### I/O nets highlighted

(1 px per um)
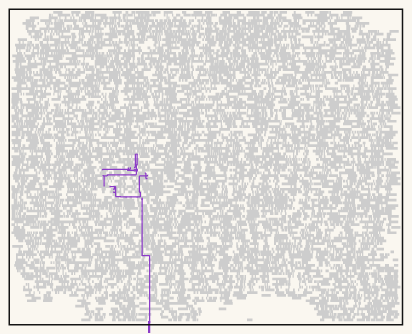
### Clock nets

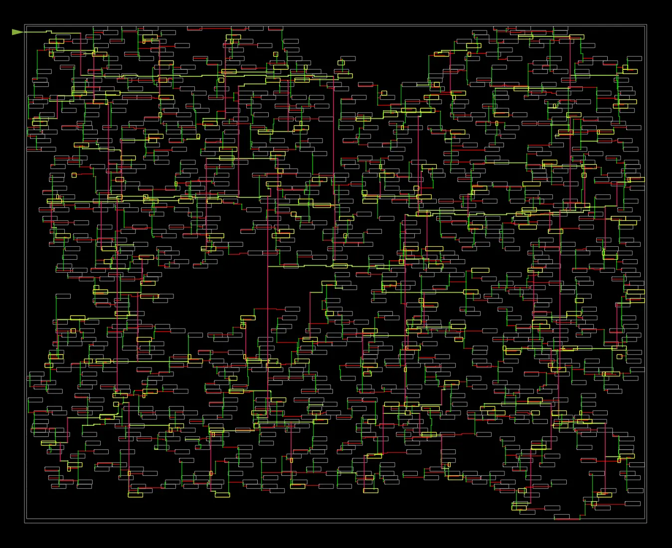
### Register map, names as in the netlist

(1 px per um)
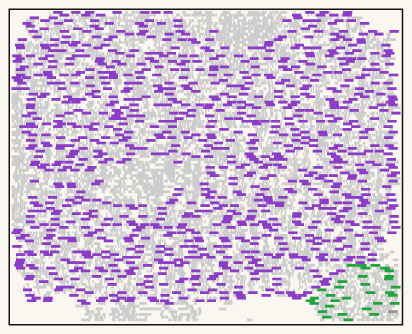
### Placement density heat map

39 x 31 tiles, from dark purple (low) to yellow (high), 0 to 100% covered.
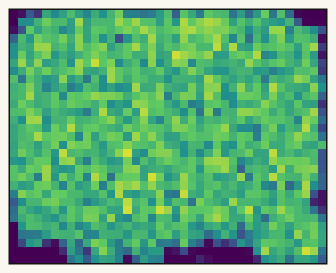
==> config.mk <==
export PLATFORM = sky130hd
export DESIGN_NAME = mem_wb_writeback_flat
export DESIGN_NICKNAME = d
export VERILOG_FILES = /design/src/rtl/mem_wb_writeback_pkg.sv /design/src/rtl/mem_wb_writeback_if.sv /design/src/rtl/wb_regfile.sv /design/src/rtl/mem_wb_writeback.sv /design/src/flat_wrapper.sv
export SDC_FILE = /design/constraint.sdc
export NUM_CORES = 2
export LEC_CHECK = 0
export ABC_AREA = 1
export ABC_CLOCK_PERIOD_IN_PS = 1690
export CORE_ASPECT_RATIO = 0.8
export CORE_MARGIN = 1
export CORE_UTILIZATION = 50
export CTS_CLUSTER_DIAMETER = 50
export DETAILED_ROUTE_END_ITERATION = 8
export HOLD_SLACK_MARGIN = 0.1
export PLACE_DENSITY_LB_ADDON = 0.1
export SETUP_SLACK_MARGIN = 0.2
export SLEW_MARGIN = 10
export SYNTH_ARGS = -nofsm -noshare
export SYNTH_HDL_FRONTEND = slang
export SYNTH_SLANG_ARGS = --single-unit
export TNS_END_PERCENT = 5
==> constraint.sdc <==
create_clock -name clock -period 1.69 [get_ports clock]
set_input_delay 0.169 -clock clock [delete_from_list [all_inputs] [get_ports clock]]
set_output_delay 0.169 -clock clock [all_outputs]
set_load 0.03 [all_outputs]
==> impl_metrics.csv <==
group,metric,value,unit
outcome,run_status,"complete, but fails checks",
outcome,violations_in_the_final_reports,"negative hold slack, negative setup slack",
final_timing,tightestPinTransition,1.10,ns
detailed_routing,drc,0,
cells_and_area,layout_top_cell,"nand2_1",
final_timing,setup_violations,982,
grt,initial_antenna_violation_count,3,
placed_design,placed_cell_area,71900,um^2
placed_design,place_congestion,0.997,
yosys,top_area_share,43.5,%
critical_path,critical_path_class,"flop to primary output",
placed_design,placedCellCount,10742,
yosys,yosysTopAreaCell,"dfrtp_1",
grt,first_global_vias,60119,
final_timing,fmaxAchievable,0.354,GHz
cells_and_area,instances_no_fill,10987,
yosys,synth.yosys.seq_area_share,43.5,%
cells_and_area,max_ffs_per_register,1024,
final_timing,final_period_minus_worst_setup_slack,2.83,ns
yosys,yosys-top-cells-area,"dfrtp_1 (44%), o21ai_0 (14%), nand2_1 (14%)",
die,floorplan.die_area,123000,um^2
grt,globalRouteTotalUtil,41.3,%
final_timing,max-slew-margin-rel,26.7,%
final_timing,grt_setup_unrepaired,"yes",
cells_and_area,num-nets-final,9355,
final_timing,fin_hold_ws,-0.541,ns
yosys,edf_count,0,
critical_path,timing.critical_path.required,1.52,ns
job,log.warning_count,51,
cts,num_cts_buffers,132,
power_and_ir_drop,post_route_total_power,65.3,mW
cells_and_area,fraction_of_final_layout_cells_with_drive_strength_greater_than_1,17.4,%
final_timing,slew_violations,0,
power_and_ir_drop,power_density,843,nW/um^2
critical_path,element_type_at_the_critical_path_start,"flop",
power_and_ir_drop,static-leakage-power,36.4,nW
detailed_routing,drt_first_pass_iters,6,
detailed_routing,routed-via-count,64884,
detailed_routing,viasPerCell,5.91,
final_timing,hold_viol_final,170,
yosys,synth_flop_count,1057,
final_timing,final.setup.tns,-302.34,ns
yosys,postSynth.asyncResetShare,100,%
placed_design,dp_worst_setup_slack,-0.927,ns
critical_path,worstPathMaxFanout,46,
grt,grt_overflow,0,
yosys,synth_stat.cells,8751,
cts,worst_setup_hold_path_clk_slew,0.06,ns
final_timing,setup_slack_after_layout,-1.14,ns
yosys,avg_synthesized_cell_area,6.95,um^2
-- 'I/O nets highlighted' (at the start) --
[purple] bus_wb_en | bits: 1 | direction: output | edge: bottom | end cells: 1 | buffers: 4 | wire: 343 um
number of placed I/O pins: 224
PortBufs: 219

-- 'Clock nets' (at the start) --
Layout Skew: 0.0307 ns
clkbuf count: 174
insertion delay at the late pin of the worst-skew pair: 0.78 ns
CTS Sinks: 1057
power dissipated in the clock network: 29.6 mW

-- 'Register map, names as in the netlist' (at the start) --
[purple] u_core.u_regfile.regs | placed flops: 1024 | where: widely spread
[green] u_core.bus.retired | placed flops: 32 | where: lower right
power in sequential cells: 25.3 mW
final core utilization: 64.2%

-- 'Placement density heat map' (at the start) --
fullest tile: 94%
tiles over 75% full: 22%
nearly empty tiles: 3.4%
mean over tiles: 61%
Core Footprint: 121000 um^2
initial core utilization: 50.4%

==> cell usage after synthesis, drive strengths merged, types with 7 or more instances <==
master,instances
nand3,550
xnor2,11
inv,729
nand4,16
a21oi,401
o211ai,168
nor3,20
xor2,26
dfrtp,1057
o21ai,1994
nor2,662
or2,24
a211oi,7
clkbuf,419
nand2,2309
buf,357
==> per-layer routing <==
| metal | GRT usage, % | share of wire [%] | vias up |
|---|---|---|---|
| met4 | 27.8 | 7.4 | 4 |
| met5 | 0 | 0.011 | - |
| met3 | 8.86 | 11 | 755 |
| met2 | 59.4 | 42 | 4088 |
| met1 | 55.7 | 39 | 30558 |
| li1 | - | - | 29479 |
==> cells by family after synthesis <==
family / count (synthesis) / synth area share, %
xor gates and xnor gates: 37 / 0.533
and+or+nand+nor: 3581 / 23.8
adders and majority gates: 1 / 0.0206
AOI/OAI and AO/OA: 2570 / 21.9
DFF: 1057 / 43.5
buffers and inverters: 1505 / 10.2
==> worst max-delay path, cell delays in order, from the launching register on <==
cell and delay (ns):
dfrtp_2 0.41, inv_2 0.08, nand2_4 0.06, nor2_4 0.10, buf_12 0.15, nand2_8 0.07
inv_8 0.07, buf_12 0.10, nand2_4 0.06, buf_12 0.18, o21ai_1 0.18, inv_1 0.06
nand2_1 0.07, inv_2 0.05, buf_12 0.13
==> area by class of cell <==
| class | instances | area [um^2] |
|---|---|---|
| clock inverters | 57 | 757 |
| fillers | 10651 | 43200 |
| inverters | 729 | 2780 |
| repair buffers | 1156 | 12700 |
| diodes | 1 | 2.50 |
| multi-input cells | 6189 | 29000 |
| flip-flops and latches | 1057 | 26500 |
| clock buffers | 174 | 3710 |
| well taps | 1624 | 2030 |
==> repair_timing <==
item                                     CTS  global route
buffers inserted                           5             2
resized                                  300           108
pin swaps                                  6             8
gates cloned                               2             2
endpoints found under the setup margin  1148          1148
endpoints found under the hold margin    171           170
==> where the power goes <==
part	internal [mW]	switching, mW
logic	3.69	6.66
clock network	17.8	11.9
registers	25.3	0
total	46.8	18.5
No activity file was given, so power comes from the tool's default toggle rates.
